===== src/rtl/stack_fsm.sv =====
// Main control sequencer for the StackArch CPU: a Moore machine that walks the
// fixed fetch/decode/pop/pop/execute/push cycle and decodes every datapath strobe.
module stack_fsm (
    input  logic clk,
    input  logic rst,
    output logic rst_temp1,
    output logic rst_temp2,
    output logic rd_temp1,
    output logic rd_temp2,
    output logic wr_temp1,
    output logic wr_temp2,
    output logic rd_ir,
    output logic wr_ir,
    output logic rst_ir,
    output logic rst_tos,
    output logic rst_flags,
    output logic rd_mem,
    output logic wr_mem,
    output logic rd_ip,
    output logic wr_ip,
    output logic rst_ip,
    output logic inc_ip,
    output logic push_stack,
    output logic pop_stack,
    output logic rst_stack,
    output logic push_rtn,
    output logic pop_rtn,
    output logic rst_rtn
);

    localparam int unsigned STATE_W = 4;

    localparam logic [STATE_W-1:0] ST_RST     = 4'd0;
    localparam logic [STATE_W-1:0] ST_FETCH   = 4'd1;
    localparam logic [STATE_W-1:0] ST_LOAD_IR = 4'd2;
    localparam logic [STATE_W-1:0] ST_INC_IP  = 4'd3;
    localparam logic [STATE_W-1:0] ST_POP_A   = 4'd4;
    localparam logic [STATE_W-1:0] ST_POP_B   = 4'd5;
    localparam logic [STATE_W-1:0] ST_EXEC    = 4'd6;
    localparam logic [STATE_W-1:0] ST_PUSH    = 4'd7;

    logic [STATE_W-1:0] state_q;
    logic [STATE_W-1:0] state_d;

    // State register; reset aborts the cycle at the next edge.
    always_ff @(posedge clk) begin
        if (rst) begin
            state_q <= ST_RST;
        end else begin
            state_q <= state_d;
        end
    end

    // Next-state and strobe decode; illegal encodings fall back to RST with all strobes low.
    always_comb begin
        state_d    = ST_RST;
        rst_temp1  = 1'b0;
        rst_temp2  = 1'b0;
        rd_temp1   = 1'b0;
        rd_temp2   = 1'b0;
        wr_temp1   = 1'b0;
        wr_temp2   = 1'b0;
        rd_ir      = 1'b0;
        wr_ir      = 1'b0;
        rst_ir     = 1'b0;
        rst_tos    = 1'b0;
        rst_flags  = 1'b0;
        rd_mem     = 1'b0;
        wr_mem     = 1'b0;
        rd_ip      = 1'b0;
        wr_ip      = 1'b0;
        rst_ip     = 1'b0;
        inc_ip     = 1'b0;
        push_stack = 1'b0;
        pop_stack  = 1'b0;
        rst_stack  = 1'b0;
        push_rtn   = 1'b0;
        pop_rtn    = 1'b0;
        rst_rtn    = 1'b0;

        case (state_q)
            ST_RST: begin
                state_d   = ST_FETCH;
                rst_temp1 = 1'b1;
                rst_temp2 = 1'b1;
                rst_ir    = 1'b1;
                rst_tos   = 1'b1;
                rst_flags = 1'b1;
                rst_ip    = 1'b1;
                rst_stack = 1'b1;
                rst_rtn   = 1'b1;
            end
            ST_FETCH: begin
                state_d = ST_LOAD_IR;
                rd_ip   = 1'b1;
                rd_mem  = 1'b1;
            end
            ST_LOAD_IR: begin
                state_d = ST_INC_IP;
                rd_mem  = 1'b1;
                wr_ir   = 1'b1;
            end
            ST_INC_IP: begin
                state_d = ST_POP_A;
                inc_ip  = 1'b1;
            end
            ST_POP_A: begin
                state_d   = ST_POP_B;
                pop_stack = 1'b1;
                wr_temp1  = 1'b1;
            end
            ST_POP_B: begin
                state_d   = ST_EXEC;
                pop_stack = 1'b1;
                wr_temp2  = 1'b1;
            end
            ST_EXEC: begin
                state_d  = ST_PUSH;
                rd_temp1 = 1'b1;
                rd_temp2 = 1'b1;
                rd_ir    = 1'b1;
            end
            ST_PUSH: begin
                state_d    = ST_FETCH;
                push_stack = 1'b1;
            end
            default: begin
                state_d = ST_RST;
            end
        endcase
    end

endmodule


===== config.mk =====
export PLATFORM = sky130hd
export DESIGN_NAME = stack_fsm
export DESIGN_NICKNAME = d
export VERILOG_FILES = /design/src/rtl/stack_fsm.sv
export SDC_FILE = /design/constraint.sdc
export NUM_CORES = 1
export LEC_CHECK = 0
export CORE_AREA = 3 3 40 42
export CTS_CLUSTER_DIAMETER = 200
export DETAILED_ROUTE_END_ITERATION = 10
export DIE_AREA = 0 0 43 45
export SYNTH_ARGS = -nofsm -noshare
export SYNTH_HDL_FRONTEND = slang
export SYNTH_SLANG_ARGS = --single-unit

===== constraint.sdc =====
create_clock -name clk -period 1.5 [get_ports clk]
set_input_delay 0.225 -clock clk [delete_from_list [all_inputs] [get_ports clk]]
set_output_delay 0.225 -clock clk [all_outputs]
set_load 0.01 [all_outputs]

==> images/clock_nets.png <==
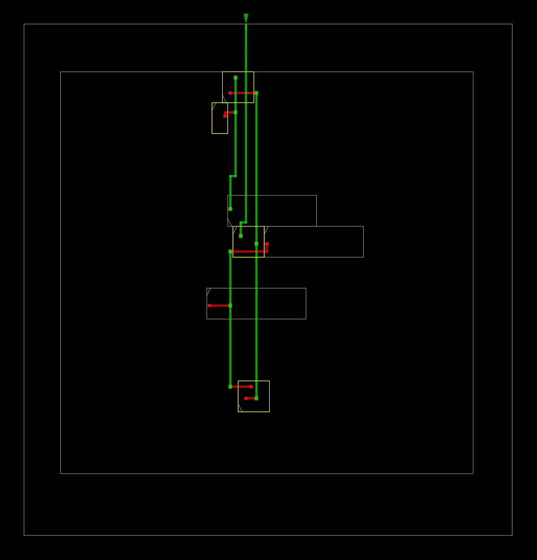
clock net sink count: 3
CTS Buf Count: 3
Clk power: 143 uW

==> images/class_map.png <==
Drawn at 6 px/um.
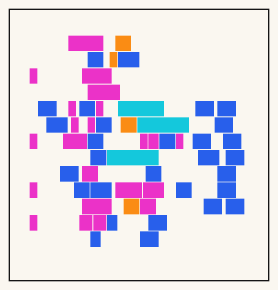
Key: magenta = remaining logic cells [cells 22]; orange = clock drivers and dummy loads [cells 4]; blue = remaining buffers and delay cells [cells 29]; cyan = sequential cells [cells 3]

==> results.tsv <==
stage	metric	value	unit
layout	Final Net Count	61	
clocking	Resize count post-CTS	24	
logic_synthesis	cell count listed in synth_stat.txt	38	
floorplan	IO Count	25	
sta	endpoints failing hold	0	
layout	sequential cell area	68.82	um^2
logic_synthesis	Netlist Area Pre-Place	325.3	um^2
layout	bufs w/o clock	29	
grt	Remaining Overflow, GRT	0	
logic_synthesis	Post-Synth Adder-Cell Area	0	%
clocking	CTS Hold Buffers Added	0	
setup_path	CP Launch Type	flop	
setup_path	Worst Setup End Kind	primary output	
logic_synthesis	count leader, synth	buf_4	
layout	Comb area	162.7	um^2
layout	Signal buf overhead	46.49	%
grt	grt met2 use	12.28	%
logic_synthesis	YS chip area	325.3	um^2
sta	final number of setup-violating endpoints	0	
grt	largest net degree at the start of global routing	9	
power	Pint	287.8	uW
power	heaviest power group	combinational logic	
clocking	H-tree lvl count	1	
layout	Area Growth Syn to Fin	58.85	%
logic_synthesis	Main area contributors	buf_4 30%, dfxtp_1 18%, buf_6 10%, nor2b_4 8.5%, nor2_1 5.8%	
setup_path	Setup crit end	rd_mem	
sta	FMAX	0.7019	GHz
worst_hold_path	Worst Hold Path EP	state_q[0]$_SDFF_PP0_	
detailed_routing	routed wl met3	82	um
grt	initial antenna violation count	0	
logic_synthesis	Cells after Synth	38	
power	Comb power	179	uW
placed_design	IO buf count	20	
sta	Layout Skew	0.001459	ns
sta	minimum clock period	1.425	ns
power	Pleak	0.2875	nW
layout	flip-flops	3	
worst_hold_path	Hold Crit Depth	2	
power	Worst VDD drop	0.0003377	V
layout	Layout clock area frac	5.085	%
logic_synthesis	Main logic family	buffers and inverters	
floorplan	Die X	43	um
grt	vias in the first global route	267	
logic_synthesis	Post-synth EDFFs	0	
logic_synthesis	Top cell area share	30.00	%
logic_synthesis	cell taking the most area after synthesis	buf_4	
setup_path	crit-path cells	buf_4 > xnor2_2 > nor2_1 > clkdlybuf4s15_1	
setup_path	Worst path max stage delay	0.36	ns
layout	Inverters	0	
logic_synthesis	Synth warnings	0	
logic_synthesis	fraction of registers with async set/reset	0	%
setup_path	CP Class	flop to primary output	
run	tool warning count	26	
detailed_routing	routed wl met2	340	um
clocking	Clock transition at path regs	0.04	ns
grt	met1 Track Usage GR	9.375	%
logic_synthesis	Primary FF master, synth	dfxtp_1	
setup_path	Buf/Inv on CP	2	
grt	M3 GR Usage	2.789	%
logic_synthesis	Seq share, synth	18.46	%
logic_synthesis	average cell area after synthesis	8.561	um^2
power	P_sw	140.6	uW
floorplan	Core Area	0.001285	mm^2
layout	Seq/total area	13.32	%
sta	Final Max Tran Viols	0	
sta	RSZ-0062 raised after global routing	false	
floorplan	Die Y	45	um
floorplan	n_taps	15	
setup_path	critical path arrival	1.20	ns
clocking	TritonCTS clock tree	yes	
layout	leading registers by flop count	state_q: 3 flops	
layout	comb_multi_in	22	
sta	crit path setup slack, layout	0.07538	ns
floorplan	chip footprint	0.001935	mm^2
layout	Core Util, Final	40.21	%
layout	most frequent logic cell in the layout	dlygate4sd2_1	
detailed_routing	uppermost layer routed	met3	
setup_path	WP depth	4	
logic_synthesis	XORs/XNORs by Area	2.692	%
placed_design	dpl hpwl	471.5	um
detailed_routing	Post-DRT Antenna Nets	0	
layout	Design Area, Final	516.7	um^2
grt	first-pass GRT wire length	1.166	mm
detailed_routing	DR DRC count	0	
layout	share of cells above drive strength 1	43.10	%
layout	max reg flops	3	
power	clock network power share	33.5	%
logic_synthesis	Synth cell types	16	
clocking	root buffer cell	clkbuf_4	
logic_synthesis	Basic Gates by Area	31.15	%
logic_synthesis	Post-Synth AOI/OAI Area	1.538	%
power	sequential share of power	24.8	%
setup_path	required time of the critical path	1.27	ns
logic_synthesis	most frequent cells after synthesis	13 x buf_4, 5 x nor2_1, 3 x buf_6, 3 x dfxtp_1	
layout	filler instances	146	
logic_synthesis	ys flops	3	
clocking	Worst-Skew Late Latency	0.23	ns
layout	Comb/total area	31.48	%
clocking	postcts setup bufs	3	
setup_path	RR Startpoint	state_q[0]$_SDFF_PP0_	
setup_path	worst r2r path cells	4	
logic_synthesis	mux frac, synth	4.615	%
layout	largest cell class by area	buffers	
detailed_routing	DRT met1 WL	255	um
run	max cap viols	0	
setup_path	cell family with the largest share of critical-path delay	buffers and inverters	
status	status	finished, final reports clean	
layout	most frequent cells in the layout	14 x dlygate4sd2_1, 9 x buf_4, 5 x nor2_1, 4 x conb_1	
setup_path	Worst Setup SP	state_q[0]$_SDFF_PP0_	
sta	Worst Hold Margin	0.5366	ns
layout	final instance count without filler cells	73	
==> images/layers.png <==
Drawn at 6 px/um.
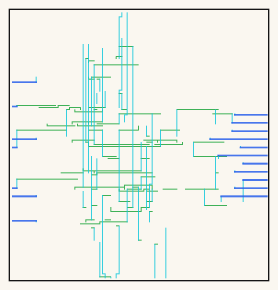
Key: blue = M3 [wire length 82.3 um]; cyan = M2 [wire length 341 um]; green = M1 [wire length 255 um]
WL final: 677 um
post-DR wirelength/cell: 9.274 um
gr usage total: 8.735%
total number of vias: 272

==> images/clock_wires.png <==
Drawn at 6 px/um.
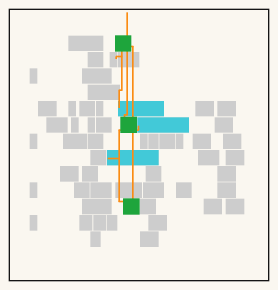
Key: green = clock-net drivers [count 3]; cyan = flip-flops [count 3]; orange = clock wires [length 81.5 um]
There are 4 routed clock nets.

Power is estimated from default activity; no workload was simulated.
